Fig. 1: run 1, clock wiring as the flow saved it
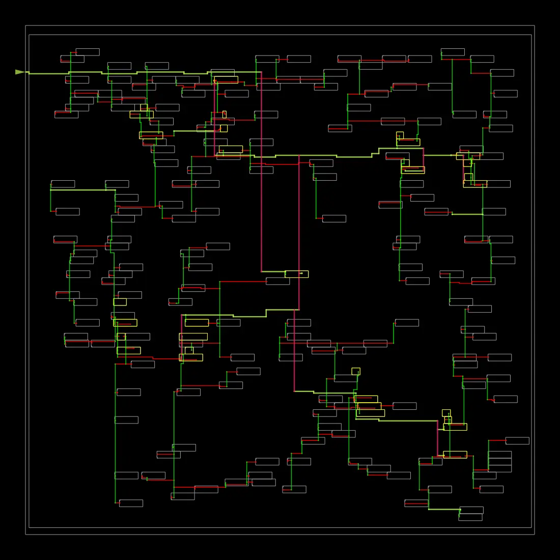
Fig. 2: run 1, gate-type map
Bar = 50 um.
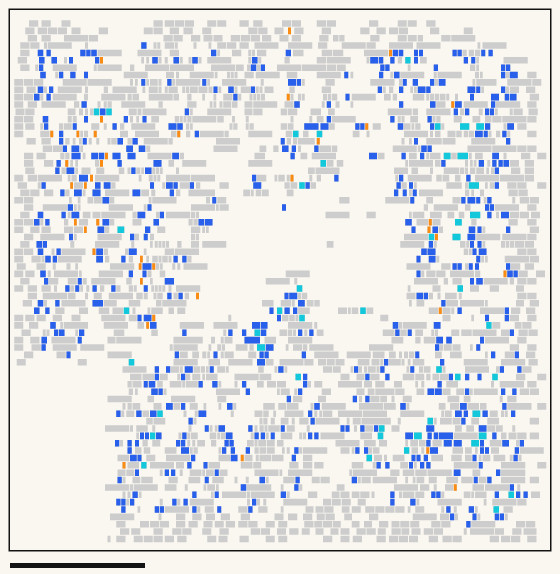
Fig. 3: run 1, sequential cells colored by netlist name
Other sequential cells in the stronger gray, the rest of the logic in the fainter gray.
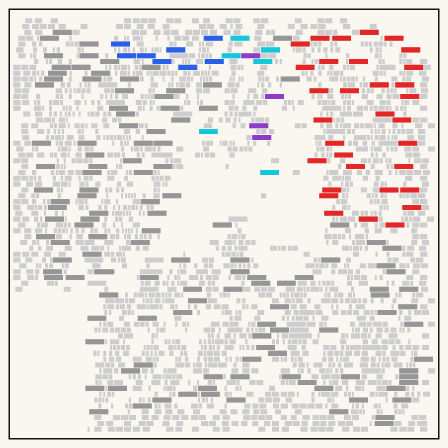
Fig. 4: run 1, I/O pins on the die edge
Pins as bars across the die edge, other pins in gray.
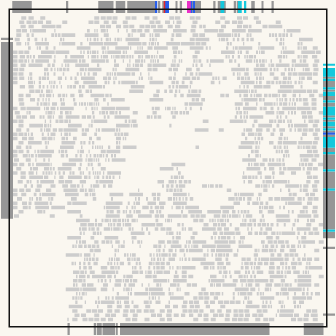
==> config.mk <==
export PLATFORM = sky130hd
export DESIGN_NAME = rep_string_seq
export DESIGN_NICKNAME = d
export VERILOG_FILES = /design/src/rtl/rep_string_seq.sv
export SDC_FILE = /design/constraint.sdc
export NUM_CORES = 1
export LEC_CHECK = 0
export CAP_MARGIN = 20
export CORE_UTILIZATION = 35
export CTS_CLUSTER_SIZE = 8
export DETAILED_ROUTE_END_ITERATION = 8
export PLACE_DENSITY_LB_ADDON = 0.25
export SYNTH_ARGS = -nofsm -noshare
export SYNTH_HDL_FRONTEND = slang
export SYNTH_SLANG_ARGS = --single-unit
==> constraint.sdc <==
create_clock -name clk -period 11.6 [get_ports clk]
set_clock_uncertainty 0.1 [all_clocks]
set_input_delay 1.74 -clock clk [delete_from_list [all_inputs] [get_ports clk]]
set_output_delay 1.74 -clock clk [all_outputs]
set_load 0.005 [all_outputs]
==> commit_impl_results.txt, run 1 <==
Add synthesis and place-and-route results

* Outcome: completed
- Cell area after synthesis: 13,600 um2
- After detailed placement, the total cell area comes to 17,700 um2.
- For reference, the mux area share after synthesis is 0.0185.
- Effective utilization at floorplan: 0.359
- The report counts max-capacitance violations totalling 0.
- Of the synthesized area, sequential elements account for 0.323.
- Slack of the worst reg-to-reg path: 6440 ps
* Number of slew-limit violations in the final report: 0
* Number of different library cells in the post-synthesis netlist: 89
- The wire length recorded after detailed routing is 52,400 um.
- OpenROAD warning count: 29
- Largest cells by area: sky130_fd_sc_hd__dfrtp_1 (32%), sky130_fd_sc_hd__a21oi_1 (8.0%), sky130_fd_sc_hd__nand2_1 (6.4%)
- Per the synthesis report, the adder-cell share of the synthesized area is 0.0644.
* Cell taking the most area after synthesis: sky130_fd_sc_hd__dfrtp_1
- The first global-routing pass estimated 78,800 um of wire.
* Maximum count of clock buffers along a single path: 2
* Resized cells post-CTS: 0
- STA lists the maximum fanout along the critical path as 30.
- Clock tree synthesis found a total of 176 sinks.
- The net count of the finished layout is 2,295.
- Worst Hold Path Cells: 2
-- Fig. 1 (at the start) --
Late-Pin Clk Latency: 460 ps
clkbuf count: 19
Inserted Clock Buffers: 17
FFs & Latches: 176
clk pwr: 0.607 mW

-- Fig. 2 (at the start) --
Key: orange = inverters [cells 39, most used inv_1]; blue = inverting AOI/OAI gates [cells 494, most used a21oi_1, where widely spread]; cyan = AND and OR gates [cells 46, most used and3_1]
most numerous logic cell after layout: sky130_fd_sc_hd__clkdlybuf4s50_1
fraction of area in multi-input gates: 0.469
non-filler cells, final: 2,575

-- Fig. 3 (at the start) --
Key: blue = `eax_out` [sequential cells 8]; red = `ecx_out` [sequential cells 32]; purple = `state_q` [sequential cells 4, where north]; cyan = `opc_q` [sequential cells 6, where north]
Another 126 sequential cells are not colored.
Seq. cell area: 4410 um2
power in sequential cells: 1.35 mW
sequential share of cell area: 0.240
Util after Layout: 0.482

-- Fig. 4 (at the start) --
Key: red = `start_valid` [pins 1, direction input, edge north]; cyan = `ecx_out` [pins 32, direction output, edge 27 east, 5 north]; blue = `opc` [pins 6, direction input, edge 5 north, 1 east]; magenta = `rep_kind` [pins 2, direction input, edge north]
count of input and output buffers: 373
Die Span X: 199 um
Die H: 199 um

==> run 1: where the power goes <==
part           switching [mW]  leakage [nW]  internal, mW
sequential              0.482          2.11         0.869
clock                   0.280         0.278         0.327
combinational            1.65          5.10          1.51
total                    2.41          7.49          2.71
==> run 1: layout make-up <==
type / instances / area share
multi-input combinational: 1418 / 0.469
clock buffer: 19 / 0.0242
sequential: 176 / 0.240
clock inverter: 13 / 0.00826
tap: 511 / 0.0349
inverter: 39 / 0.00798
antenna: 2 / 0.000273
timing repair buffer: 397 / 0.215
==> run 1: worst max-delay path, cell delays in order (launching register included) <==
cell and delay, ps:
sky130_fd_sc_hd__dfrtp_1 370, sky130_fd_sc_hd__or2_2 430, sky130_fd_sc_hd__ha_1 230, sky130_fd_sc_hd__buf_4 300
sky130_fd_sc_hd__clkinv_1 510, sky130_fd_sc_hd__xnor2_1 600, sky130_fd_sc_hd__ha_1 380, sky130_fd_sc_hd__and3_1 210
sky130_fd_sc_hd__a211o_1 380, sky130_fd_sc_hd__a221oi_2 320, sky130_fd_sc_hd__o211ai_1 130, sky130_fd_sc_hd__o211a_1 180
sky130_fd_sc_hd__a21oi_1 180, sky130_fd_sc_hd__o31ai_1 120, sky130_fd_sc_hd__o21ba_2 230, sky130_fd_sc_hd__nor4b_1 280
sky130_fd_sc_hd__a211oi_1 80
==> run 1: metal layers <==
layer	global-route usage	up-vias	part of all wire
met5	0	-	0
li1	-	7009	-
met3	0.0437	79	0.070
met2	0.424	590	0.47
met1	0.343	7058	0.44
met4	0.0845	0	0.028
==> run 1: placed cells by master, fill, tap and decap left out, drive strengths merged, types with 28 or more instances in the layout <==
master	count
a21oi	219
nor2	182
a22o	37
xnor2	49
nand2	234
o22ai	40
ha	67
a31oi	34
nor3	28
dfrtp	176
clkdlybuf4s50	372
nand3	95
inv	43
o21ai	113
Fig. 5: run 1, routed metal, one color a layer
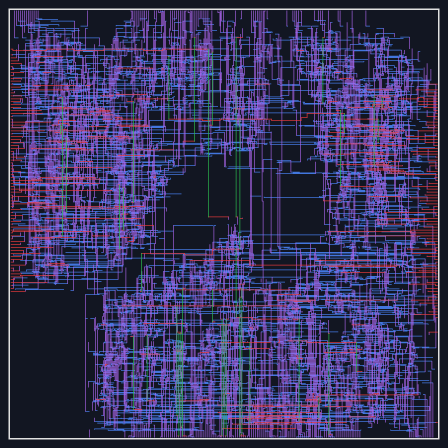

==> run 2, diff against run 1 <==
- clock period: 11.6 -> 4.2 ns (I/O delays scaled with it)
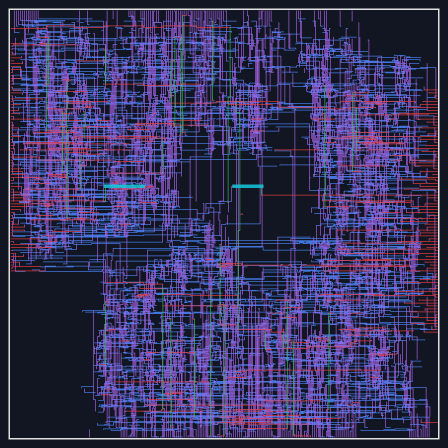
Fig. 6. Routed metal, one color a layer (run 2).
Key: cyan = met5 [wire length 30.4 um]; red = met3 [wire length 4,010 um]; purple = met2 [wire length 24.8 mm]; blue = met1 [wire length 23.0 mm]; green = met4 [wire length 1,240 um]
Total Routing Usage GR: 0.262
Total Wirelength: 53,100 um
Via Count: 14,700
Routed WL per cell: 20.5 um

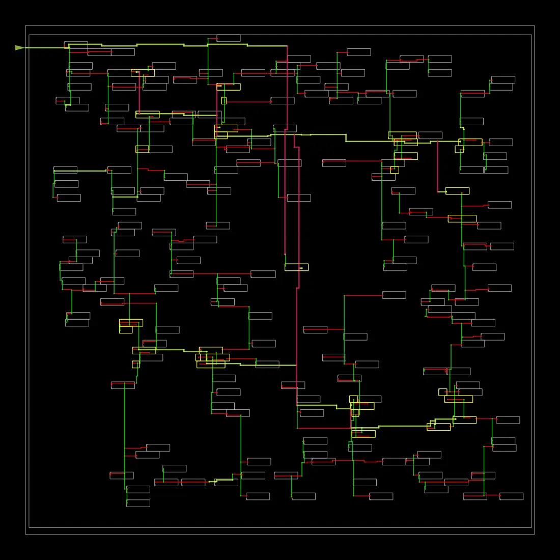
Fig. 7. Clock wiring as the flow saved it (run 2).
TritonCTS Sinks: 176
clk pwr: 1.80 mW

==> commit_impl_results.txt, run 2 <==
Add synthesis and place-and-route results

- The flow ran to the end, and the final reports show no timing, DRC or antenna violations.
* Final Net Count: 2,307 (+0.52%)
- The post-synthesis mux area share was 0.0185 (unchanged).
- The combined area of all synthesized cells was 13,600 um2 (unchanged).
* Maximum count of clock buffers along a single path: 2 (unchanged)
- Highest net fanout along the worst path: 4 (-87%)
- Largest delay share family, worst path: AND-OR/OR-AND gates
- Number of different library cells in the post-synthesis netlist: 89 (unchanged)
* Part of the power in combinational logic: 0.618 (about the same)
- Largest cells by area: sky130_fd_sc_hd__dfrtp_1 (32%), sky130_fd_sc_hd__a21oi_1 (8.0%), sky130_fd_sc_hd__nand2_1 (6.4%)
* Site row count: 71
* Cell taking the most area after synthesis: sky130_fd_sc_hd__dfrtp_1
* Non-filler cells, final: 2,589 (+0.54%)
* Portion of total power attributed to the clock network: 0.125 (+0.006)
* Switching portion of total power: 0.465 (-0.00563)
- Number of cells on the critical path: 16 (unchanged)
- The count of pins over their slew limit came to 0 (unchanged).
- The adder-cell share of the synthesized area was 0.0644 (unchanged).
- Die H: 199 um (unchanged)
- OpenROAD warning count: 29 (unchanged)
- Maximum cell stage delay along the critical path: 430 ps (-170 ps)
* Util after Layout: 0.487 (+0.00504)
- Setup violations remaining at the end of the flow were counted as 0.
- Late-Pin Clk Latency: 460 ps (about the same)
- Sequential fraction of the synthesis area: 0.323 (unchanged)
- Wire length of the first global-routing pass: 79,700 um (+1.1%)
- The total buffers and inverters traversed by the critical path came to 1 (-1).
- Listed in order, past its start point the critical path passes or2_2 -> ha_1 -> nand2_1 -> o21ai_0 -> buf_4 -> fa_1 -> a21o_1 -> a22o_1 -> o2111ai_2 -> and3_4 -> o311a_1 -> a21oi_2 -> a31o_2 -> a21oi_1 -> xor2_1 -> o22ai_1.
- Switch Pwr: 6.72 mW (+180%)
- The share of power burned in registers came to 0.257 (-0.007).
* Slowest library cell on the worst path: sky130_fd_sc_hd__fa_1
- The CTS buffer count was 17 (unchanged).
- The reported max-cap violation count is 0 (unchanged).
* Area after DPL: 17,800 um2 (+0.76%)
* Most numerous logic cell after layout: sky130_fd_sc_hd__clkdlybuf4s50_1
- Most frequent cells after synthesis: sky130_fd_sc_hd__nand2_1 (234), sky130_fd_sc_hd__a21oi_1 (219), sky130_fd_sc_hd__nor2_1 (181), sky130_fd_sc_hd__dfrtp_1 (176), sky130_fd_sc_hd__o21ai_0 (105)
[run 2: netlist changes by cell type in the layout (fill, tap and decap cells not counted), sizes merged]
cell | before | now
inv | 43 | 40
diode | 2 | 4
buf | 23 | 36
clkinv | 3 | 5
clkinvlp | 4 | 2
bufinv | 2 | 4
[run 2: stage by stage]
| step | TNS, ps | hold WS (ps) |
|---|---|---|
| 3_3_place_gp | 0 | 397 |
| 3_5_place_dp | 0 | 406 |
| 4_1_cts | 0 | 159 |
| 5_1_grt | -2.82 | 155 |
| 6_report | 0 | 88.9 |
| 2_1_floorplan | 0 | 234 |
[run 2: routing by layer]
layer,global-route usage,wire (um),share of wire
met1,0.351,23000,0.43
met3,0.0491,4010,0.075
met2,0.423,24800,0.47
met5,0,30,0.00056
met4,0.0868,1240,0.023
[run 2: cell families (layout without fill, tap and decap cells)]
logic type	count (synthesis)	after routing
fa+ha+maj	69	69
simple gates	660	660
xor+xnor	76	76
flops	176	176
other cells	1	5
compound gates	588	588
buf+inv	152	480
mux	24	24
[run 2: timing repair]
action                     in CTS  in global routing
buffers inserted                0                  0
gates resized                   0                  3
setup endpoints to repair       0                  2
[run 2: final cells by class]
type | instances | area (um2)
flip-flops and latches | 176 | 4410
clock inverters | 12 | 180
diodes | 4 | 10.0
clock buffers | 20 | 467
fillers | 3732 | 19500
repair buffers | 409 | 4050
multi-input cells | 1418 | 8630
well taps | 511 | 639
inverters | 39 | 148
[run 2: power by group through the flow]
stage,clock network (mW),registers [mW],logic (mW)
floorplan,0,3.23,5.93
global placement,0,3.68,8.66
detailed placement,0,3.70,8.82
CTS,1.84,3.68,8.88
global route,1.90,3.81,9.85
finish,1.80,3.72,8.93
Power is estimated from default activity; no workload was simulated.
